File: src/rtl/rom_syn_pkg.sv
// Shared defaults and content rule for the 64x4 synchronous ROM.
package rom_syn_pkg;

    localparam int unsigned DEF_ADDR_W = 6;
    localparam int unsigned DEF_DATA_W = 4;

    // Word idx of the ROM: (5*idx + 3) mod 2**data_w.
    function automatic int unsigned ROM_INIT(input int unsigned idx, input int unsigned data_w);
        return (5 * idx + 3) % (32'd1 << data_w);
    endfunction

endpackage

File: src/rtl/rom_syn_out_reg.sv
// Enable-qualified output register with asynchronous active-low clear.
module rom_syn_out_reg #(
    parameter int unsigned WIDTH = 4
) (
    input  logic             clk,
    input  logic             rst_n,
    input  logic             en_i,
    input  logic [WIDTH-1:0] d_i,
    output logic [WIDTH-1:0] q_o
);

    always_ff @(posedge clk or negedge rst_n) begin
        if (!rst_n) begin
            q_o <= '0;
        end else if (en_i) begin
            q_o <= d_i;
        end
    end

endmodule

File: src/rtl/rom_syn_64x4.sv
// 64x4 synchronous ROM with registered, enable-held output.
// Define ROM_SYN_OUT_REG_EN to add a second output stage (2-cycle read latency).
module rom_syn_64x4
    import rom_syn_pkg::*;
#(
    parameter int unsigned ADDR_W = DEF_ADDR_W,
    parameter int unsigned DATA_W = DEF_DATA_W
) (
    input  logic              clk,
    input  logic              rst_n,
    input  logic              en,
    input  logic [ADDR_W-1:0] addr,
    output logic [DATA_W-1:0] dout
);

    localparam int unsigned DEPTH = 2 ** ADDR_W;

    logic [DATA_W-1:0] rom_tbl [DEPTH];
    logic [DATA_W-1:0] rom_word;
    logic [DATA_W-1:0] stage1_q;

    // Constant table; every address value maps to a valid entry.
    for (genvar i = 0; i < DEPTH; i++) begin : g_rom
        assign rom_tbl[i] = DATA_W'(ROM_INIT(i, DATA_W));
    end

    assign rom_word = rom_tbl[addr];

    rom_syn_out_reg #(
        .WIDTH (DATA_W)
    ) u_stage1 (
        .clk   (clk),
        .rst_n (rst_n),
        .en_i  (en),
        .d_i   (rom_word),
        .q_o   (stage1_q)
    );

`ifdef ROM_SYN_OUT_REG_EN
    logic en_q;

    // Enable travels with the data so stage 2 only advances behind a real read.
    always_ff @(posedge clk or negedge rst_n) begin
        if (!rst_n) begin
            en_q <= 1'b0;
        end else begin
            en_q <= en;
        end
    end

    rom_syn_out_reg #(
        .WIDTH (DATA_W)
    ) u_stage2 (
        .clk   (clk),
        .rst_n (rst_n),
        .en_i  (en_q),
        .d_i   (stage1_q),
        .q_o   (dout)
    );
`else
    assign dout = stage1_q;
`endif

endmodule

File: config.mk
export PLATFORM = sky130hd
export DESIGN_NAME = rom_syn_64x4
export DESIGN_NICKNAME = d
export VERILOG_FILES = /design/src/rtl/rom_syn_pkg.sv /design/src/rtl/rom_syn_out_reg.sv /design/src/rtl/rom_syn_64x4.sv
export SDC_FILE = /design/constraint.sdc
export NUM_CORES = 1
export LEC_CHECK = 0
export CORE_AREA = 2 2 39 41
export DETAILED_ROUTE_END_ITERATION = 12
export DIE_AREA = 0 0 41 43
export HOLD_SLACK_MARGIN = 0.15
export SLEW_MARGIN = 20
export SYNTH_ARGS = -nofsm -noshare
export SYNTH_HDL_FRONTEND = slang
export SYNTH_SLANG_ARGS = --single-unit
File: constraint.sdc
create_clock -name clk -period 0.8 [get_ports clk]
set_input_delay 0.16 -clock clk [delete_from_list [all_inputs] [get_ports clk]]
set_output_delay 0.16 -clock clk [all_outputs]
set_load 0.02 [all_outputs]
Fig. 1: run 1, signal wires on met3
Scale: 12 px per micron. Cells faint in the background.
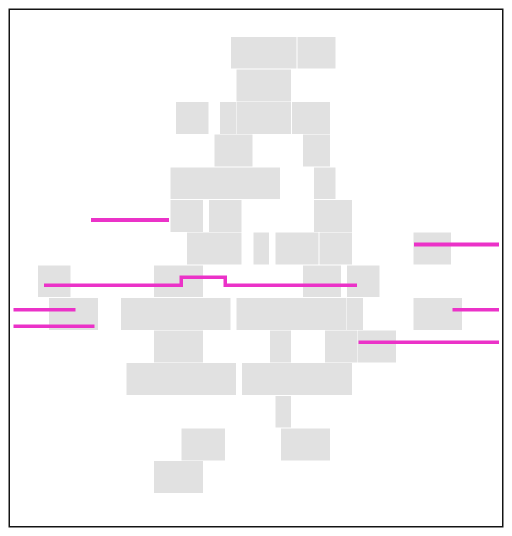
The layer holds 15% of the routed length. The longest straight run is 11.4 microns.
met3 track demand over resource: 0.0942
via count: 215

Fig. 2: run 1, I/O pins on the die edge
Scale: 8 px per micron. Pins as bars across the die edge, other pins in grey.
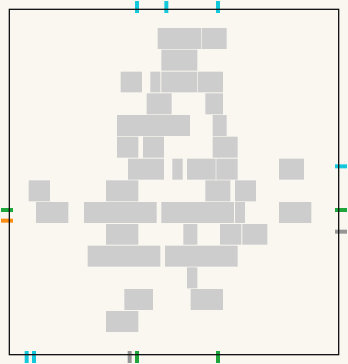
Green stands for dout, pins 4, direction output, edge 2 bottom, 1 left, 1 right. Orange stands for clk, pins 1, direction input, edge left. Cyan stands for addr, pins 6, direction input, edge 3 top, 2 bottom, 1 right.
Die Y-Extent: 43 microns
number of port buffers: 10
Die Width: 41 microns

Fig. 3: run 1, the clock network
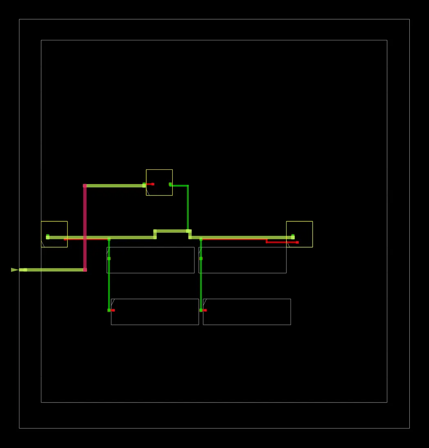
clkbuf count: 3
Power Clock: 252 uW
registers: 4

==> results.cfg, run 1 <==
; synthesis and place-and-route metrics
[synthesis]
synth_top_area_share = 0.398
yosys-stat-area_sq_um = 251
post_synth_inst_count = 23
synth_area_sq_um = 251
yosysSeqAreaShare = 0.398
yosysTopAreaCell = dfrtp_1

[cts]
worstSkewPairLatency_ps = 230
cts_max_path_buffers = 2
numCtsBuffers = 3
cts.clk_slew.worst_paths_ps = 40
cts.sinks = 4
root_buffer = clkbuf_4
cts_htree_levels = 1

[power]
switchingPower_uw = 190
worst_ir_drop_vdd_mv = 0.597
pwr-share-comb = 0.288

[cells_and_area]
final_cells = 54
final_util = 0.311
nets = 53
design_area_sq_um = 430
diodes = 0

[timing]
hold_viol = 0
max_freq_mhz = 1090
setup_viol = 4
fin_tns_setup_ps = -439
whs_ps = 122
period_needed_ps = 914
slew_headroom = 0.880
rsz0062_at_grt = true
worst_slack_ps = -114

[global_route]
grt_max_degree = 5
grt_pass1_wl_microns = 765

[floorplan]
dieArea_sq_um = 1760
fp-utilization = 0.182
num_rows = 14
io_pins = 13

[setup_path]
path_delay_family = flip-flops
crit_type = flop to primary output
crit_arrival_ps = 750
cp_max_fo = 2
cp-start-kind = flop
cp_num_buf_inv = 1
cp-end-kind = primary output

[detailed_routing]
first_pass_iters = 2
ant_nets = 0
wire_per_inst_microns = 8.41
remaining_drc_errors = 0

[status]
status = complete, but fails checks
violations = setup timing

[placed_design]
dp.cells = 51
placed_cell_area_sq_um = 404
-- run 1: power groups by stage --
stage / clock (mW) / sequential (mW) / combinational, mW
detailed placement: 0 / 0.244 / 0.205
global route: 0.288 / 0.249 / 0.222
CTS: 0.268 / 0.247 / 0.201
finish: 0.252 / 0.246 / 0.202
floorplan: 0 / 0.275 / 0.0594
global placement: 0 / 0.243 / 0.203
-- run 1: Yosys cell counts --
cell,n
a21oi_1,1
a21oi_2,1
dfrtp_1,4
ha_1,4
inv_1,3
mux2_1,2
mux2i_1,1
nor2_1,2
nor2b_1,1
nor2b_2,1
o21a_1,1
o21ai_1,1
xor2_1,1
-- run 1: routing by layer --
metal | vias to the layer above | routed length (microns) | GRT usage
met1 | 101 | 159 | 0.0645
met3 | 2 | 66 | 0.0942
li1 | 104 | - | -
met5 | - | 0 | 0
met4 | 0 | 8 | 0.0400
met2 | 8 | 219 | 0.0938
-- run 1: per-stage QoR --
stage          setup slack [ps]  total power [mW]
2_1_floorplan             -64.1             0.334
3_3_place_gp               -717             0.447
3_5_place_dp               -723             0.448
4_1_cts                    -125             0.715
5_1_grt                    -149             0.758
6_report                   -114             0.700
-- run 1: final cells by class --
type	count	area (sq um)	area share
clock buffer	3	22.5	0.0523
timing repair buffer	12	119	0.276
sequential	4	100	0.233
multi-input combinational	16	153	0.355
inverter	3	16.3	0.0378
tap	16	20.0	0.0465
-- run 1: path summary, 6_finish.rpt --
kind	slack [ps]	depth (start not counted)	endpoint	from
setup / recovery	-110	1	dout[2]	u_stage1.q_o[2]
hold / removal	120	1	u_stage1.q_o[2]	rst_n
setup reg to reg	20	1	u_stage1.q_o[1]	u_stage1.q_o[1]
hold reg to reg	510	1	u_stage1.q_o[0]	u_stage1.q_o[0]
max in group asynchronous	510	1	u_stage1.q_o[1]	rst_n
min in group clk	310	3	u_stage1.q_o[1]	addr[1]
-- run 1: cells in the final DEF (no fill, tap or decap) --
cell type / count
ha_4: 1
nor2b_1: 1
nor2_1: 2
dlygate4sd2_1: 3
dfrtp_1: 4
a21oi_2: 1
nor2b_2: 1
inv_1: 2
mux2i_1: 1
o21ai_1: 1
buf_6: 4
clkdlybuf4s50_1: 1
ha_1: 3
clkbuf_4: 3
o21a_1: 1
buf_8: 1
buf_4: 3
xor2_1: 1
mux2_1: 2
inv_6: 1
a21oi_1: 1
-- run 1: repair_timing --
item,4_1_cts,5_1_grt
endpoints found under the setup margin,8,6
resized,36,3
hold endpoints to repair,4,4
pin swaps,0,3
-- run 1: cells by family after synthesis --
family / after synthesis / synth area share
fa+ha+maj: 4 / 0.199
xor+xnor: 1 / 0.0348
compound gates: 4 / 0.104
buf+inv: 3 / 0.0448
simple gates: 4 / 0.0896
mux: 3 / 0.129
flops: 4 / 0.398
==> run 1 -> run 2 <==
--- a/config.mk
+++ b/config.mk
@@ -6,6 +6,7 @@
 export NUM_CORES = 1
 export LEC_CHECK = 0
 export CORE_AREA = 2 2 39 41
+export CTS_CLUSTER_SIZE = 12
 export DETAILED_ROUTE_END_ITERATION = 12
 export DIE_AREA = 0 0 41 43
 export HOLD_SLACK_MARGIN = 0.15
Fig. 4: run 2, I/O pins on the die edge
Scale: 8 px per micron. Pins as bars across the die edge, other pins in grey.
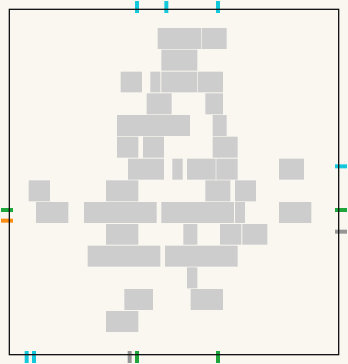

==> run 2 against run 1 <==
The flow still finishes with violations (setup timing). Non-clock buffer count unchanged. Core utilization stayed put. Register-to-register slack about the same. Sequential power about the same. Hold slack unchanged. First-iteration DRC count unchanged. Critical path depth unchanged.
==> results.cfg, run 2 <==
; synthesis and place-and-route metrics
[synthesis]
synth_top_area_share = 0.398
edf_count = 0
synthTopCellsByCount = dfrtp_1 (4), ha_1 (4), inv_1 (3)
postSynth.asyncResetShare = 1.00
synth_area_sq_um = 251
yosysSeqAreaShare = 0.398
yosysTopAreaCell = dfrtp_1
post_synth_inst_count = 23
ys_warn_count = 0
synth_nets = 36
ff_type = dfrtp_1

[detailed_routing]
wl_met2_microns = 219
wl_met1_microns = 159
first_pass_iters = 2
wire_per_inst_microns = 8.41
remaining_drc_errors = 0
ant_nets = 0
met3_length_microns = 66
top_layer_used = met4
vias = 215

[floorplan]
die_y_microns = 43
num_rows = 14
die-width_microns = 41
fp-utilization = 0.182
io_pins = 13
dieArea_sq_um = 1760

[timing]
hold_viol = 0
rsz0062_at_grt = true
clock_skew_ps = 0
whs_ps = 122
setup_viol = 4
worst_slack_ps = -114
period_needed_ps = 914
slew_headroom = 0.880
max_freq_mhz = 1090
fin_tns_setup_ps = -439

[power]
p_total_uw = 700
worst_ir_drop_vdd_mv = 0.597

[setup_path]
worstSetupPathDepth = 1
r2r_start = u_stage1.q_o[1]
reg2reg_setup_slack_ps = 20
cp_num_buf_inv = 1
cp-end-kind = primary output
r2r-end = u_stage1.q_o[1]
path_delay_family = flip-flops
crit_type = flop to primary output
startpoint = u_stage1.q_o[2]
critPathSlowestCell = dfrtp_1
crit_arrival_ps = 750
r2r_cells = 1
cp-start-kind = flop
crit_path_end = dout[2]

[cts]
cts.clk_slew.worst_paths_ps = 40
cts_max_path_buffers = 2
cts.sinks = 4
numCtsBuffers = 3
worstSkewPairLatency_ps = 230
cts_htree_levels = 1
root_buffer = clkbuf_4

[placed_design]
post-place-ws_ps = -723
port_buffers = 10
placed_cell_area_sq_um = 404
dp.cells = 51

[cells_and_area]
design_area_sq_um = 430
final_util = 0.311
regMostFlops = u_stage1.q_o
diodes = 0
final_cells = 54
final_cell_mix = buf_6 (4), dfrtp_1 (4)
syn_to_final_growth_pct = 71.1
nets = 53
layout-drive-gt1-share = 0.395
top_regs = u_stage1.q_o x4

[global_route]
antenna_found_initial = 0
grt_max_degree = 5
grt_pass1_wl_microns = 765

[status]
status = complete, but fails checks
violations = setup timing
Fig. 5: run 2, signal wires on met3
Scale: 12 px per micron. Cells faint in the background.
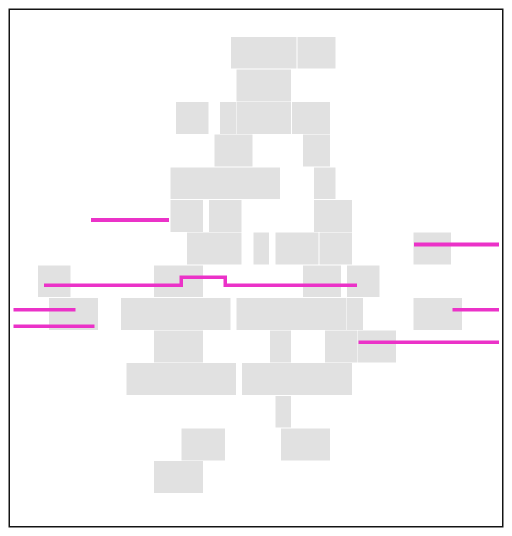
The wires run mostly horizontal. The layer holds 15% of the routed length. The longest straight run is 11.4 microns. 6 nets have wire on it. The layer carries 66.3 microns of wire.
final wirelength: 454 microns

-- run 2: cell counts after synthesis --
Identical to the previous run, type by type.
-- run 2: cell families (layout without fill, tap and decap cells) --
kind of cell / after synthesis / count (layout) / share of synthesized area
AND-OR/OR-AND: 4 / 4 / 0.104
XOR/XNOR: 1 / 1 / 0.0348
adder cells (fa/ha/maj): 4 / 4 / 0.199
buffers and inverters: 3 / 18 / 0.0448
flip-flops: 4 / 4 / 0.398
multiplexers: 3 / 3 / 0.129
AND/OR/NAND/NOR: 4 / 4 / 0.0896
-- run 2: cell type report --
cell class,instances,area (sq um),share of cell area
Tap cell,16,20.0,0.0465
Multi-Input combinational cell,16,153,0.355
Clock buffer,3,22.5,0.0523
Inverter,3,16.3,0.0378
Timing Repair Buffer,12,119,0.276
Sequential cell,4,100,0.233
-- run 2: what timing repair did --
action / CTS / global route
setup endpoints to repair: 8 / 6
pin swaps: 0 / 3
gates resized: 36 / 3
endpoints found under the hold margin: 4 / 4
-- run 2: worst min-delay path by stage --
stage	end	slack (ps)
6_report	u_stage1.q_o[2]	120
4_1_cts	u_stage1.q_o[2]	120
3_3_place_gp	u_stage1.q_o[0]	380
3_5_place_dp	u_stage1.q_o[0]	380
2_1_floorplan	u_stage1.q_o[0]	-140
5_1_grt	u_stage1.q_o[2]	130
-- run 2: where the power goes --
group	internal [mW]	switching (mW)
combinational	0.113	0.0891
sequential	0.229	0.0172
clock	0.168	0.0840
-- run 2: metal layers --
| layer | up-vias | GRT usage |
|---|---|---|
| li1 | 104 | - |
| met2 | 8 | 0.0938 |
| met5 | - | 0 |
| met1 | 101 | 0.0645 |
| met3 | 2 | 0.0942 |
| met4 | 0 | 0.0400 |
Power and IR drop assume default switching activity.
